--- src/rtl/proc_vec_pkg.sv ---
// ============================================================================
// Module      : proc_vec_pkg
// Description : Shared constants for the vector processor decode stage:
//               sizes, opcodes, instruction field positions, state encoding.
// Revision    : 1.0 - initial release
// ============================================================================
`default_nettype none

package proc_vec_pkg;

  localparam int VLEN     = 32;
  localparam int NREG     = 8;
  localparam int FILL_CYC = 2;

  // Instruction field bit positions
  localparam int OP_HI  = 13;
  localparam int OP_LO  = 10;
  localparam int VD_HI  = 9;
  localparam int VD_LO  = 7;
  localparam int VS1_HI = 6;
  localparam int VS1_LO = 4;
  localparam int VS2_HI = 2;
  localparam int VS2_LO = 0;
  localparam int IMM_HI = 3;
  localparam int IMM_LO = 0;

  localparam logic [3:0] OP_NOP   = 4'd0;
  localparam logic [3:0] OP_VXOR  = 4'd1;
  localparam logic [3:0] OP_VSHL  = 4'd2;
  localparam logic [3:0] OP_VSHR  = 4'd3;
  localparam logic [3:0] OP_VROTL = 4'd4;
  localparam logic [3:0] OP_VROTR = 4'd5;
  localparam logic [3:0] OP_VADD  = 4'd6;
  localparam logic [3:0] OP_VSUB  = 4'd7;
  localparam logic [3:0] OP_VLD   = 4'd8;
  localparam logic [3:0] OP_VST   = 4'd9;
  localparam logic [3:0] OP_END   = 4'd15;

  // Launch/run state encoding
  localparam logic [1:0] ST_IDLE   = 2'd0;
  localparam logic [1:0] ST_LAUNCH = 2'd1;
  localparam logic [1:0] ST_FILL   = 2'd2;
  localparam logic [1:0] ST_RUN    = 2'd3;

  // Opcodes 10..14 are reserved
  function automatic logic is_illegal(input logic [3:0] op);
    return (op >= 4'd10) && (op <= 4'd14);
  endfunction

endpackage

`default_nettype wire

--- src/rtl/banco_vreg.sv ---
// ============================================================================
// Module      : banco_vreg
// Description : NREG x VLEN vector register file, 2 async reads, 1 sync write.
//               Define ID_WB_BYPASS_EN for same-cycle write-through on reads.
// Revision    : 1.0 - initial release
// ============================================================================
`default_nettype none

module banco_vreg #(
  parameter int VLEN = proc_vec_pkg::VLEN,
  parameter int NREG = proc_vec_pkg::NREG
) (
  input  logic                    clk,
  input  logic                    rst_n,
  input  logic [$clog2(NREG)-1:0] rd_idx_a,
  input  logic [$clog2(NREG)-1:0] rd_idx_b,
  output logic [VLEN-1:0]         rd_data_a,
  output logic [VLEN-1:0]         rd_data_b,
  input  logic                    wr_en,
  input  logic [$clog2(NREG)-1:0] wr_idx,
  input  logic [VLEN-1:0]         wr_data
);

  logic [VLEN-1:0] r_regs [NREG];

  always_ff @(posedge clk or negedge rst_n) begin
    if (!rst_n) begin
      for (int i = 0; i < NREG; i++) begin
        r_regs[i] <= '0;
      end
    end else if (wr_en) begin
      r_regs[wr_idx] <= wr_data;
    end
  end

`ifdef ID_WB_BYPASS_EN
  // A write landing this cycle is visible to readers of the same index
  always_comb begin
    rd_data_a = r_regs[rd_idx_a];
    rd_data_b = r_regs[rd_idx_b];
    if (wr_en && (wr_idx == rd_idx_a)) rd_data_a = wr_data;
    if (wr_en && (wr_idx == rd_idx_b)) rd_data_b = wr_data;
  end
`else
  always_comb begin
    rd_data_a = r_regs[rd_idx_a];
    rd_data_b = r_regs[rd_idx_b];
  end
`endif

endmodule

`default_nettype wire

--- src/rtl/etapa_id_ctrl.sv ---
// ============================================================================
// Module      : etapa_id_ctrl
// Description : Decode stage: algorithm launch FSM, vector register file and
//               ID/EX register. Build option ID_WB_BYPASS_EN enables RF bypass.
// Revision    : 1.0 - initial release
// ============================================================================
`default_nettype none

module etapa_id_ctrl #(
  parameter int VLEN     = proc_vec_pkg::VLEN,
  parameter int NREG     = proc_vec_pkg::NREG,
  parameter int FILL_CYC = proc_vec_pkg::FILL_CYC
) (
  input  logic            clk,
  input  logic            rst_n,
  input  logic            start,
  input  logic [2:0]      alg_sel,
  input  logic [13:0]     instruccion,
  input  logic            wb_we,
  input  logic [2:0]      wb_vd,
  input  logic [VLEN-1:0] wb_data,
  output logic [2:0]      sel_dir,
  output logic            sel_pc,
  output logic            ex_valid,
  output logic [3:0]      ex_op,
  output logic [2:0]      ex_vd,
  output logic [VLEN-1:0] ex_a,
  output logic [VLEN-1:0] ex_b,
  output logic [3:0]      ex_imm,
  output logic            busy,
  output logic            alg_done,
  output logic            illegal
);

  import proc_vec_pkg::*;

  localparam int CW = $clog2(FILL_CYC + 1);

  logic [1:0]      r_state;
  logic [CW-1:0]   r_fill_cnt;
  logic [2:0]      r_sel_dir;
  logic            r_ex_valid;
  logic [3:0]      r_ex_op;
  logic [2:0]      r_ex_vd;
  logic [VLEN-1:0] r_ex_a;
  logic [VLEN-1:0] r_ex_b;
  logic [3:0]      r_ex_imm;
  logic            r_alg_done;
  logic            r_illegal;

  logic [3:0]      w_op;
  logic [2:0]      w_vd;
  logic [2:0]      w_vs1;
  logic [2:0]      w_vs2;
  logic [3:0]      w_imm;
  logic [VLEN-1:0] w_rd_a;
  logic [VLEN-1:0] w_rd_b;

  assign w_op  = instruccion[OP_HI:OP_LO];
  assign w_vd  = instruccion[VD_HI:VD_LO];
  assign w_vs1 = instruccion[VS1_HI:VS1_LO];
  assign w_vs2 = instruccion[VS2_HI:VS2_LO];
  assign w_imm = instruccion[IMM_HI:IMM_LO];

  banco_vreg #(
    .VLEN (VLEN),
    .NREG (NREG)
  ) u_banco_vreg (
    .clk       (clk),
    .rst_n     (rst_n),
    .rd_idx_a  (w_vs1),
    .rd_idx_b  (w_vs2),
    .rd_data_a (w_rd_a),
    .rd_data_b (w_rd_b),
    .wr_en     (wb_we),
    .wr_idx    (wb_vd),
    .wr_data   (wb_data)
  );

  always_ff @(posedge clk or negedge rst_n) begin
    if (!rst_n) begin
      r_state    <= ST_IDLE;
      r_fill_cnt <= '0;
      r_sel_dir  <= '0;
      r_ex_valid <= 1'b0;
      r_ex_op    <= '0;
      r_ex_vd    <= '0;
      r_ex_a     <= '0;
      r_ex_b     <= '0;
      r_ex_imm   <= '0;
      r_alg_done <= 1'b0;
      r_illegal  <= 1'b0;
    end else begin
      r_ex_valid <= 1'b0;
      r_alg_done <= 1'b0;
      case (r_state)
        ST_IDLE: begin
          if (start) begin
            r_state   <= ST_LAUNCH;
            r_sel_dir <= alg_sel;
            r_illegal <= 1'b0;
          end
        end
        ST_LAUNCH: begin
          r_state    <= ST_FILL;
          r_fill_cnt <= CW'(FILL_CYC);
        end
        ST_FILL: begin
          // Wait out the PC register and ROM latency after the redirect
          if (r_fill_cnt == CW'(1)) begin
            r_state <= ST_RUN;
          end else begin
            r_fill_cnt <= r_fill_cnt - CW'(1);
          end
        end
        ST_RUN: begin
          if (w_op == OP_END) begin
            r_alg_done <= 1'b1;
            r_state    <= ST_IDLE;
          end else if (is_illegal(w_op)) begin
            r_illegal <= 1'b1;
            r_ex_op   <= OP_NOP;
          end else begin
            r_ex_valid <= 1'b1;
            r_ex_op    <= w_op;
            r_ex_vd    <= w_vd;
            r_ex_a     <= w_rd_a;
            r_ex_b     <= w_rd_b;
            r_ex_imm   <= w_imm;
          end
        end
        default: r_state <= ST_IDLE;
      endcase
    end
  end

  assign sel_dir  = r_sel_dir;
  assign sel_pc   = (r_state == ST_LAUNCH);
  assign busy     = (r_state != ST_IDLE);
  assign ex_valid = r_ex_valid;
  assign ex_op    = r_ex_op;
  assign ex_vd    = r_ex_vd;
  assign ex_a     = r_ex_a;
  assign ex_b     = r_ex_b;
  assign ex_imm   = r_ex_imm;
  assign alg_done = r_alg_done;
  assign illegal  = r_illegal;

endmodule

`default_nettype wire
--- config.mk ---
export PLATFORM = sky130hd
export DESIGN_NAME = etapa_id_ctrl
export DESIGN_NICKNAME = d
export VERILOG_FILES = /design/src/rtl/proc_vec_pkg.sv /design/src/rtl/banco_vreg.sv /design/src/rtl/etapa_id_ctrl.sv
export SDC_FILE = /design/constraint.sdc
export NUM_CORES = 1
export LEC_CHECK = 0
export CAP_MARGIN = 30
export CORE_MARGIN = 4
export CORE_UTILIZATION = 55
export DETAILED_ROUTE_END_ITERATION = 16
export PLACE_DENSITY = 0.86
export SETUP_SLACK_MARGIN = 0.02
export SLEW_MARGIN = 20
export SYNTH_ARGS = -nofsm -noshare
export SYNTH_HDL_FRONTEND = slang
export SYNTH_SLANG_ARGS = --single-unit
--- constraint.sdc ---
create_clock -name clk -period 2.19 [get_ports clk]
set_input_delay 0.5475 -clock clk [delete_from_list [all_inputs] [get_ports clk]]
set_output_delay 0.5475 -clock clk [all_outputs]
set_load 0.02 [all_outputs]
==> notes.md, run 1 <==
Notes on the physical design

The flow ran to the end, and the final reports show no timing, DRC or antenna violations. Detailed routing inserted a total of about 12,000 vias. The overflow left after global routing is 0. The pre-CTS worst setup slack is -0.153 ns. The clock net sink count is between 300 and 400. The total detailed-routing wirelength is 46,300 µm. The adder-cell share of the synthesized area is less than 1%.

The post-synthesis instance area is 0.0170 mm². The via count of the first global-routing pass was between 10,000 and 15,000. According to the hold report, the worst path is of the reg2reg type.

Adding up every negative setup slack in the final design gives 0 ns. The endpoint kind of the worst setup timing path is an output port. The cell-mix breakdown from Yosys lists the compound-gate area share as between 10 and 15%. The register share of total power is approximately two fifths.

The cell family with the largest share of critical-path delay is buffers and inverters. The normalized max-slew margin is between 50% and 60%. The final worst-path setup slack is about 0.055 ns. The capture point of the critical path is ex_b[23]. The fraction of final layout cells with drive strength greater than 1 is between 30% and 40%.

The simple-gate portion of the synthesized area is between 1 and 1.5%. The most common logic cells in the final layout are mux2_2, dfrtp_1, clkdlybuf4s50_1, mux2i_1, o21ai_0. The antenna diode count is 0. Logic depth along the worst register-to-register path is recorded as 5. The first global-routing pass estimated about 73,000 µm of wire. In the synthesized netlist, the dominant kind of combinational cell is multiplexers. The clock network burns between 20% and 30% of the power. The flow reports that combinational logic draws 31.4% of the design power. The OpenROAD warning count is 30. The terminating pin of the worst hold path is ex_vd[1]. Per the finish-stage timing summary, setup violations number 0. The area reported by Yosys stat is between 0.015 and 0.02 mm². The final critical-path share of the clock period is between 90 and 100%.

The overall global routing resource usage is around 27%. The post-synthesis cell type count is 39. The number of buffers created by CTS is 36. The final standard cell count with taps included and fillers excluded is roughly 1,800.

The power report lists cell-internal power as 15.4 mW. The area growth from synthesis to layout is 19.8%. The number of rows created at floorplan is roughly 64. In this run the critical register-to-register path is captured at ex_a[22].

Among all stages on the critical path, the largest delay is contributed by clkdlybuf4s50_1. Counting I/O delays and the setup requirement, the final critical path takes 2.14 ns. Synthesis inferred about 340 register bits. In this run, placement finished with an instance count of between 1,500 and 2,000.

Per report_power, the Combinational row totals around 7.1 mW. The clock passes through at most 3 buffers. Per the gpl log, the routability congestion estimate is 0.821. Measured along the y axis, the die boundary spans ~180 µm.

A synthesized cell averages between 10 and 15 µm². The data required time at the worst endpoint is about 1.6 ns. Before placement the cells fill between 50% and 60% of the core. Global routing used 4.87% of the available met3 tracks. The residual antenna-violating net count after detailed routing is 0. The fraction of the core area covered by cells at the end of the flow is 66.7%.

Setup repair after global routing could not meet its margin everywhere. Summed over all nets, the half-perimeter wirelength after detailed placement is around 27,000 µm. The highest net fanout along the worst path is 2. In this run the number of H-tree levels came out at 2.

The number of cell instances after yosys synthesis is approximately 1,300. The register-to-register path setup slack is roughly 0.42 ns. For this run, the number of Yosys warnings is 0. Per the log, the first TritonRoute iteration ended with a DRC count of ~1,200.

The number of cells on the worst hold path is 1. The launching instance or port of the critical path is ex_b[23]. In this run the count of I/O pins placed on the die edge is about 140. The core region area is approximately 0.031 mm².

The total count of max-transition violations in the final report is 0. The later-pin clock latency in the skew report is 0.52 ns. met1 track demand over resource after global routing is 37.3%. Traced cell by cell, the critical path runs through clkdlybuf4s50_1. The tree is rooted in a clkbuf_16.

The worst setup path is of the reg2out kind. STA lists the startpoint of the worst hold path as ex_vd[1]. Per Yosys stat, the portion of area used by sequential elements is 50.1%. The max-cap check violation count is 0. The power in the clock group is 6.13 mW. The worst vdd rail ir drop is 0.000709 V. The final layout contains 1,468 nets. The floorplan die area is roughly 0.034 mm². The design draws 22.7 mW. The power density over cell area is 1110 mW/mm².

Entering global routing, the biggest net connects around 67 pins. The power report puts the leakage power at 8.81 nW. Per the synthesis report, the XOR/XNOR share of the synthesized area is less than 1%. The hold buffer count at cts is 1. The reported sequential group power is 9.43 mW.

The number of antenna violations at the first check in global routing is 1. The placement report lists the number of port buffers as 138. The number of nets at floorplan is ~1,300.

Per the repair_timing log after CTS, setup buffers inserted total 0.
[run 1: state kept, by name, summed over array words and instances, names as in the netlist]
name,cells
ex_vd,3
r_fill_cnt,2
ex_imm,4
illegal,1
ex_a,32
r_state,2
ex_op,4
ex_valid,1
alg_done,1
ex_b,32
u_banco_vreg.r_regs,256
sel_dir,3
[run 1: per-stage QoR]
| step | hold slack, ns | cell area (µm²) |
|---|---|---|
| floorplan | 0.252 | 17000 |
| global placement | 0.486 | 19200 |
| detailed placement | 0.496 | 19200 |
| CTS | 0.509 | 20400 |
| global route | 0.526 | 20400 |
| finish | 0.508 | 20400 |
[run 1: cell usage after synthesis, drive strengths merged]
master,n,area share [%]
ha,5,0.37
clkinv,1,0.022
a222oi,1,0.059
a32o,1,0.059
o21a,1,0.044
a22o,64,3.3
xnor2,1,0.051
and3,2,0.073
a21oi,1,0.029
a32oi,1,0.051
o2bb2ai,5,0.26
nor2,4,0.088
nand4b,3,0.15
o21ai,66,2.0
nor3,2,0.15
dfrtp,341,50
mux2,395,26
clkbuf,45,0.99
a22oi,1,0.044
nor3b,2,0.22
o22ai,62,2.3
nand2,6,0.13
a31oi,1,0.037
a2bb2oi,1,0.051
nor2b,2,0.073
buf,58,2.4
inv,9,0.20
nand4,2,0.073
mux2i,130,7.6
o31ai,64,2.8
nand2b,4,0.19
[run 1: layout make-up]
cell class                 count  area, µm²  area share (%)
sequential                   341       8530            41.8
tap                          396        495            2.43
multi-input combinational    827       7940            38.9
inverter                      10       37.5           0.184
clock buffer                  54       1060            5.19
clock inverter                 6        113           0.552
timing repair buffer         191       2230            10.9
[run 1: metal layers]
layer	up-vias	wire [µm]
met5	-	11
met4	2	1410
met3	126	3300
met2	513	22200
met1	6296	19400
li1	5106	-
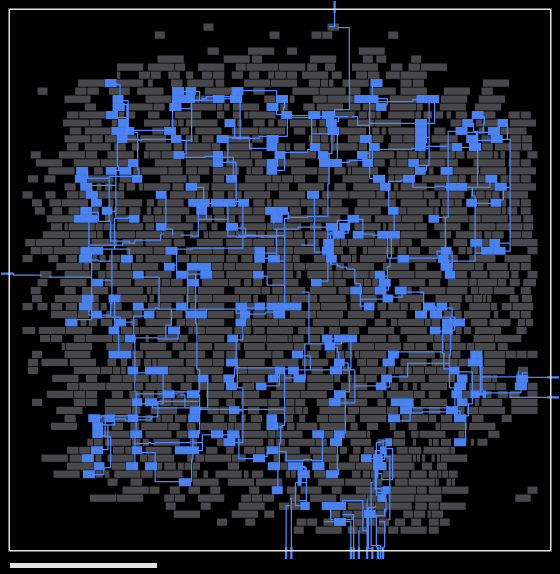
**Above:** run 1 (I/O nets highlighted).
Bar = 50 µm.
legend:
  blue:
    port: instruccion
    direction: input
    edge: 10 bottom, 2 right, 1 top, 1 left
    end_cells: 280
    buffers: 25
    wire: 3,550 µm

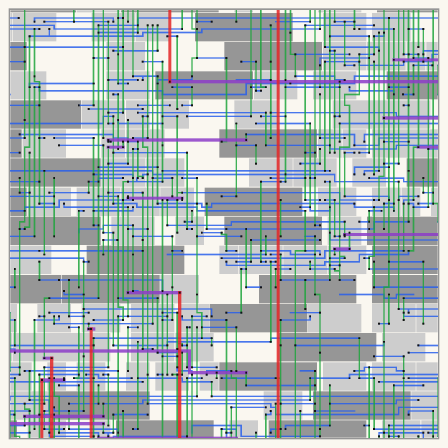
**Above:** run 1 (zoomed window).
Window x 26 to 66, y 118 to 158 µm. Cells in grey, sequential cells in the stronger grey; small squares are vias.
legend:
  blue:
    layer: metal 1
  purple:
    layer: metal 3
  green:
    layer: metal 2
  red:
    layer: metal 4
cells with their middle in the window: 93
netlist names of flops here include: u_banco_vreg.r_regs (19), ex_a (3), ex_b (2)
sequential cells in the window: 24
most frequent: mux2_2 (25), dfrtp_1 (24), mux2i_1 (14)

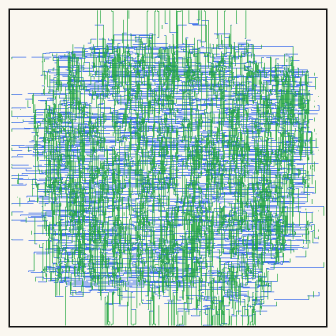
**Above:** run 1 (routed metal, one colour a layer).
Two of the layers only.
legend:
  blue:
    layer: metal 1
    wire_length: 19,400 µm
  green:
    layer: metal 2
    wire_length: 22.2 mm

## Run 2: what changed since run 1
--- a/config.mk
+++ b/config.mk
@@ -5,7 +5,7 @@
 export SDC_FILE = /design/constraint.sdc
 export NUM_CORES = 1
 export LEC_CHECK = 0
-export CAP_MARGIN = 30
+export CAP_MARGIN = 20
 export CORE_MARGIN = 4
 export CORE_UTILIZATION = 55
 export DETAILED_ROUTE_END_ITERATION = 16
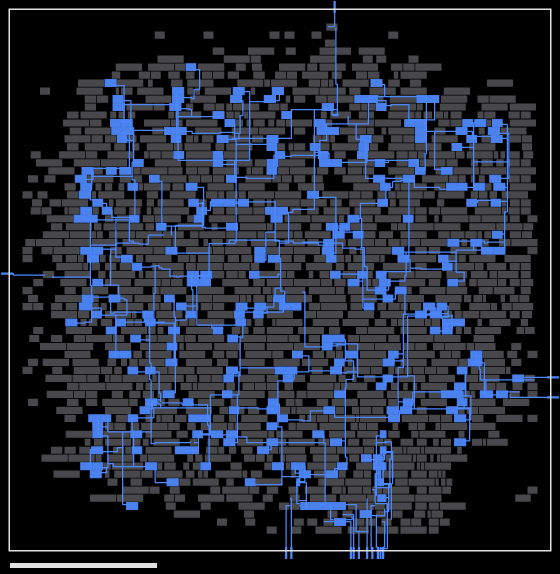
**Above:** run 2 (I/O nets highlighted).
Bar = 50 µm.
legend:
  blue:
    port: instruccion
    direction: input
    edge: 10 bottom, 2 right, 1 top, 1 left
    end_cells: 280
    buffers: 25
    wire: 3,710 µm

==> notes.md, run 2 <==
Notes on the physical design

The run finished with clean final reports. The number of H-tree levels was 2 (unchanged). The area reported by Yosys stat is 0.0170 mm² (unchanged). The final estimated routing congestion in global placement is 0.821 (unchanged). The total combinational power was 7.16 mW (about the same). The path class of the lowest-slack min-delay path is reg2reg. The internal power was 15.6 mW (+0.93%). The most common cell in the synthesized netlist is mux2_2. The OpenROAD warning count is 29 (-3.3%). The highest layer used for signal routing is met5.

The total detailed-routing wirelength was 46,800 µm (+0.96%). The final worst-path setup slack is 0.0357 ns (-0.0190 ns). The number of buffers created by CTS is 36 (unchanged). The max-cap check violation count is 0 (unchanged).

The number of cells on the worst hold path is 1 (unchanged). The root buffer selected by CTS is clkbuf_16. The power density over cell area is 1120 mW/mm² (+1.0%). By area the synthesized netlist is led by dfrtp_1, mux2_2, mux2i_1, a22o_1, o31ai_1. The number of register bits inferred by synthesis is 341 (unchanged).

The length of routed met3 wiring came to 3580 µm (+8.6%). The post-route minimum period is 2.15 ns (+0.0190 ns). The length of routed met2 wiring was 22,700 µm (+2.5%).

The number of warnings issued by yosys was 0 (unchanged). The final setup violation count is 0 (unchanged). The worst-path cell with the longest stage delay is clkdlybuf4s50_1. The fraction of final layout cells with drive strength greater than 1 is 35.2% (+0.40 points). The data required time at the worst endpoint is 1.64 ns (about the same). The pre-CTS worst setup slack is -0.402 ns (-0.249 ns). The share of total power in combinational logic is 31.2% (-0.2 points). The cell family with the largest share of critical-path delay is buffers and inverters. The core region area is 0.0306 mm² (unchanged). The number of rows created at floorplan is 64 (unchanged).

The highest net fanout along the worst path is 2 (unchanged). The normalized max-slew margin is 24.4% (-32 points). The total negative slack for setup checks came to 0 ns (unchanged). The area growth from synthesis to layout is 19.9%. The number of flip-flops in the largest register is 256 (unchanged).

The largest buffer count on any clock path is 3 (unchanged). The floorplan die area came to 0.0339 mm² (unchanged). Setup repair after global routing left no endpoint under its margin.

The main flop type after synthesis is dfrtp_1. The reported sequential group power is 9.45 mW (about the same). The maximum number of pins on one net before global-route repair came to 67 (unchanged).

The mean instance size in the synthesized netlist is 13.3 µm² (unchanged). The register share of total power is 41.2% (-0.4 points). The routed metal-1 wire length was 19,300 µm (-0.58%). The die boundary height is 184 µm (unchanged). The instance count after placement with tap cells included came to 1,762 (-0.11%).

The number of cell instances after yosys synthesis is 1,281 (unchanged). The total count of max-transition violations in the final report is 0 (unchanged). The share of the core filled by cells before placement was 55.7% (unchanged). The number of nets at floorplan is 1,342 (unchanged).

The final total power is 22.9 mW (+1.1%). The number of enable flip-flop cells is 0 (unchanged). The power in the clock group is 6.34 mW (+3.4%). The overflow left after global routing is 0 (unchanged). The DRC marker count from the first detailed-route iteration is 1,066 (-14%). The worst-case reg-to-reg path depth came to 5 (unchanged). The later-pin clock latency in the skew report is 0.52 ns (about the same).

The cell type with the highest aggregate area in the netlist is dfrtp_1. Traced cell by cell, the critical path runs through clkdlybuf4s50_1. The via count is 12,133 (+0.75%). The post-synthesis instance area is 0.0170 mm² (unchanged). The final standard cell count with taps included and fillers excluded is 1,826 (+0.055%).
run 2: cell counts after synthesis:
Identical to the previous run, type by type.
run 2: final timing paths:
check                            from                      end
setup / recovery             ex_a[22]                 ex_a[22]
hold / removal               ex_vd[1]                 ex_vd[1]
setup reg to reg           r_state[0]                 ex_b[10]
hold reg to reg              ex_vd[1]                 ex_vd[1]
max in group asynchronous       rst_n  u_banco_vreg.r_regs[84]
min in group asynchronous       rst_n               sel_dir[2]
run 2: through the flow:
| step | hold slack, ns | instance area [µm²] |
|---|---|---|
| floorplan | 0.252 | 17000 |
| global placement | 0.486 | 19200 |
| detailed placement | 0.496 | 19200 |
| CTS | 0.510 | 20400 |
| global route | 0.526 | 20400 |
| finish | 0.510 | 20400 |
run 2: timing repair:
item / in CTS / in global routing
setup buffers: 0 / 0
resized: 4 / 4
endpoints found under the hold margin: 42 / 0
hold buffers: 1 / 0
endpoints found under the setup margin: 2 / 3
run 2: layer usage:
| metal | GRT usage [%] | vias up |
|---|---|---|
| met2 | 45.2 | 591 |
| met1 | 37.2 | 6309 |
| met3 | 4.47 | 110 |
| met5 | 0 | - |
| met4 | 7.60 | 4 |
| li1 | - | 5119 |
run 2: layout make-up:
type / instances / area, µm² / area share, %
Timing Repair Buffer: 190 / 2200 / 10.8
Inverter: 10 / 37.5 / 0.184
Clock buffer: 50 / 1050 / 5.16
Sequential cell: 341 / 8530 / 41.8
Tap cell: 396 / 495 / 2.42
Clock inverter: 12 / 171 / 0.839
Multi-Input combinational cell: 827 / 7940 / 38.9
run 2: kinds of logic after synthesis:
logic type                 share of synthesized area, %
muxes                                              33.7
xor gates and xnor gates                         0.0514
and+or+nand+nor                                    1.16
AOI/OAI and AO/OA                                  11.0
DFF                                                50.1
adders and majority gates                         0.367
buffers and inverters                              3.63
## Run 3: what changed since run 2
--- a/config.mk
+++ b/config.mk
@@ -5,6 +5,7 @@
 export SDC_FILE = /design/constraint.sdc
 export NUM_CORES = 1
 export LEC_CHECK = 0
+export ABC_CLOCK_PERIOD_IN_PS = 2190
 export CAP_MARGIN = 20
 export CORE_MARGIN = 4
 export CORE_UTILIZATION = 55
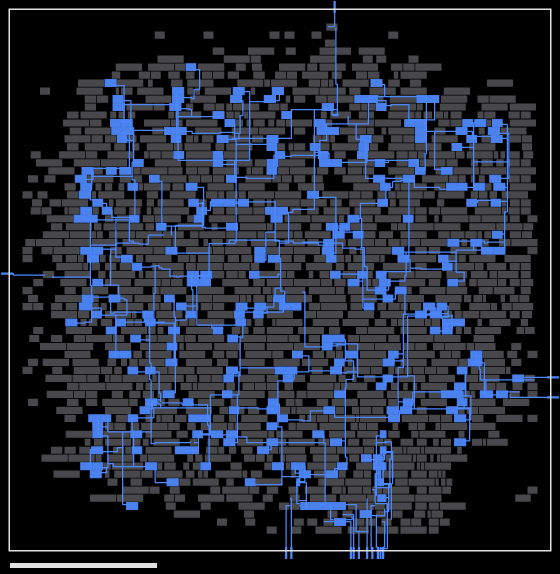
**Above:** run 3 (I/O nets highlighted).
Bar = 50 µm.
legend:
  blue:
    port: instruccion
    direction: input
    edge: 10 bottom, 2 right, 1 top, 1 left
    end_cells: 280
    buffers: 25
    wire: 3,710 µm

==> notes.md, run 3 <==
Notes on the physical design

The routed via count divided by cell count is about 6.6. The critical register-to-register path endpoint is ex_b[10]. The first global-routing pass estimated approximately 73,000 µm of wire. The clock net sink count is approximately 340. The terminating pin of the worst hold path is ex_vd[1]. The post-route minimum period came to 2.15 ns (unchanged).

The share of synthesized area in the top cell type comes to 50.1%. The number of cell instances after yosys synthesis is 1,281 (unchanged). The kind of launch point of the worst setup path is a register. The residual antenna-violating net count after detailed routing is 0. The report lists the cells along the critical path as clkdlybuf4s50_1. The maximum clock frequency is ~460 MHz.

The kind of cell with the highest combined delay along the critical path is buffers and inverters. The register share of total power was 41.2% (about the same). The register-to-register path setup slack is 0.39 ns.

STA classifies the critical path endpoint as an output port. According to the timing report, the critical path is launched from ex_a[22]. The total combinational power came to 7.16 mW (about the same). The DRC marker count from the first detailed-route iteration is 1,066 (unchanged). The via count is 12,133 (unchanged). The critical register-to-register path startpoint is r_state[0]. The final setup violation count was 0 (unchanged). The number of buffers inserted by post-CTS setup repair is 0 (unchanged). The type of the worst setup path is reg2out. The mean instance size in the synthesized netlist is 13.3 µm² (unchanged). The area reported by Yosys stat came to 0.0170 mm² (unchanged). The top cell types in the final layout, fill and taps aside, are mux2_2, dfrtp_1, clkdlybuf4s50_1, mux2i_1, o21ai_0. The number of cells on the worst hold path came to 1 (unchanged).

The power in the clock group was 6.34 mW (about the same). Setup repair after global routing left no endpoint under its margin. The number of H-tree levels is 2 (unchanged). The longest incremental delay of any stage on the critical path is reported as approximately 0.65 ns. Overall routing resource usage recorded by global route was a little over a quarter.

The final critical-path share of the clock period is between 90% and 100%. The later-pin clock latency in the skew report was 0.52 ns (about the same). The max-cap check violation count is 0 (unchanged).

The number of enable flip-flop cells is 0 (unchanged). The overflow left after global routing came to 0 (unchanged). The number of buffers created by CTS is 36 (unchanged). The flow ran to the end, and the final reports show no timing, DRC or antenna violations.

The share of synthesized registers carrying an async set or reset is 100%. The number of warnings issued by yosys is 0 (unchanged). The final total power is 22.9 mW (unchanged).

The final estimated routing congestion in global placement is 0.821 (unchanged). The fraction of final layout cells with drive strength greater than 1 is 35.2% (unchanged). The launch point of the worst min-delay path is recorded as ex_vd[1]. The maximum number of pins on one net before global-route repair is 67 (unchanged). The DRC violation total left in the routed layout is recorded as 0. Looking at the max-slew report, the worst-margin pin has a slew of 1.13 ns.

The number of register bits inferred by synthesis is 341 (unchanged). The post-synthesis instance area was 0.0170 mm² (unchanged). The normalized max-slew margin came to 24.4% (unchanged). The floorplan die area is 0.0339 mm² (unchanged). The cell sitting at the root of the clock tree is a clkbuf_16. Ranked by total cell area, the synthesized netlist is headed by dfrtp_1, mux2_2, mux2i_1, a22o_1, o31ai_1.

The HPWL after detailed placement is ~27,000 µm. The internal power is 15.6 mW (unchanged). The total count of max-transition violations in the final report came to 0 (unchanged).

The path class of the lowest-slack min-delay path is reg2reg. Looking at the cell usage after synthesis, the top flip-flop cell is dfrtp_1. Cells fill 66.8% of the core in the end. The number of flip-flops in the largest register is 256 (unchanged). The data required time at the worst endpoint is 1.64 ns (about the same). The via count of the first global-routing pass came to between 10,000 and 15,000. The largest buffer count on any clock path is 3 (unchanged).

The worst-case reg-to-reg path depth came to 5 (unchanged). The number of rows created at floorplan is 64 (unchanged). The cell area after layout is 0.0204 mm² (unchanged).

The total detailed-routing wirelength is 46,800 µm (unchanged). The number of nets at floorplan is 1,342 (unchanged). Per the synthesis report, the dominant area consumer among library cells is dfrtp_1. The OpenROAD warning count is 29 (unchanged).

The TritonCTS clock tree is done. The sequential fraction of the synthesis area is between 50% and 60%. The core region area is 0.0306 mm² (unchanged). The total count of hold-check failures in the final report is 0. The placed cell area is 0.0192 mm² (unchanged). The die is 184 µm wide. The area growth from synthesis to layout was 19.9% (unchanged). The reported sequential group power is 9.45 mW (about the same). Per the STA report, the cell with the highest stage delay on the worst path is clkdlybuf4s50_1.

The share of total power in combinational logic came to 31.2% (about the same). The highest net fanout along the worst path came to 2 (unchanged). The most common cell in the synthesized netlist is mux2_2. Between clock sinks in the finished design, the worst skew comes to about 0.017 ns. The power density over cell area is 1120 mW/mm² (unchanged). The share of the core filled by cells before placement is 55.7% (unchanged).

The die boundary height is 184 µm (unchanged). The number of top-level design ports is roughly 140.
run 3: cell counts in the layout (fill, tap and decap cells not counted):
No cell type changed its count.
run 3: routing by layer:
layer	up-vias	routed length (µm)	GRT usage, %
li1	5119	-	-
met1	6309	19300	37.2
met2	591	22700	45.2
met3	110	3580	4.47
met4	4	1110	7.60
met5	-	31	0
run 3: kinds of logic after synthesis:
logic type	count (synthesis)	share of synthesized area, %
adders and majority gates	5	0.367
DFF	341	50.1
xor gates and xnor gates	1	0.0514
AOI/OAI and AO/OA	269	11.0
and+or+nand+nor	27	1.16
buffers and inverters	113	3.63
muxes	525	33.7
run 3: stage by stage:
stage          instances  worst slack (ns)  hold WS, ns  setup TNS, ns
3_5_place_dp        1762            -0.402        0.496         -25.44
2_1_floorplan       1281             0.465        0.252              0
3_3_place_gp        1762            -0.365        0.486         -24.06
5_1_grt             1826            0.0278        0.526              0
4_1_cts             1825            0.0295        0.510              0
6_report            1826            0.0357        0.510              0
run 3: repair_timing:
action | 4_1_cts | 5_1_grt
hold buffers | 1 | 0
endpoints found under the setup margin | 2 | 3
resized | 4 | 4
cloned | 0 | 0
endpoints found under the hold margin | 42 | 0
run 3: cell type report:
cell class | instances | area, µm² | share of cell area [%]
flip-flops and latches | 341 | 8530 | 41.8
multi-input cells | 827 | 7940 | 38.9
repair buffers | 190 | 2200 | 10.8
clock buffers | 50 | 1050 | 5.16
well taps | 396 | 495 | 2.42
clock inverters | 12 | 171 | 0.839
inverters | 10 | 37.5 | 0.184
run 3: how the worst max path moves through the flow:
stage / endpoint / cells after the start
3_5_place_dp: ex_a[3] / 4
2_1_floorplan: u_banco_vreg.r_regs[102] / 5
5_1_grt: ex_a[22] / 1
6_report: ex_a[22] / 1
3_3_place_gp: ex_a[18] / 4
4_1_cts: sel_pc / 3
Power is estimated from default activity; no workload was simulated.
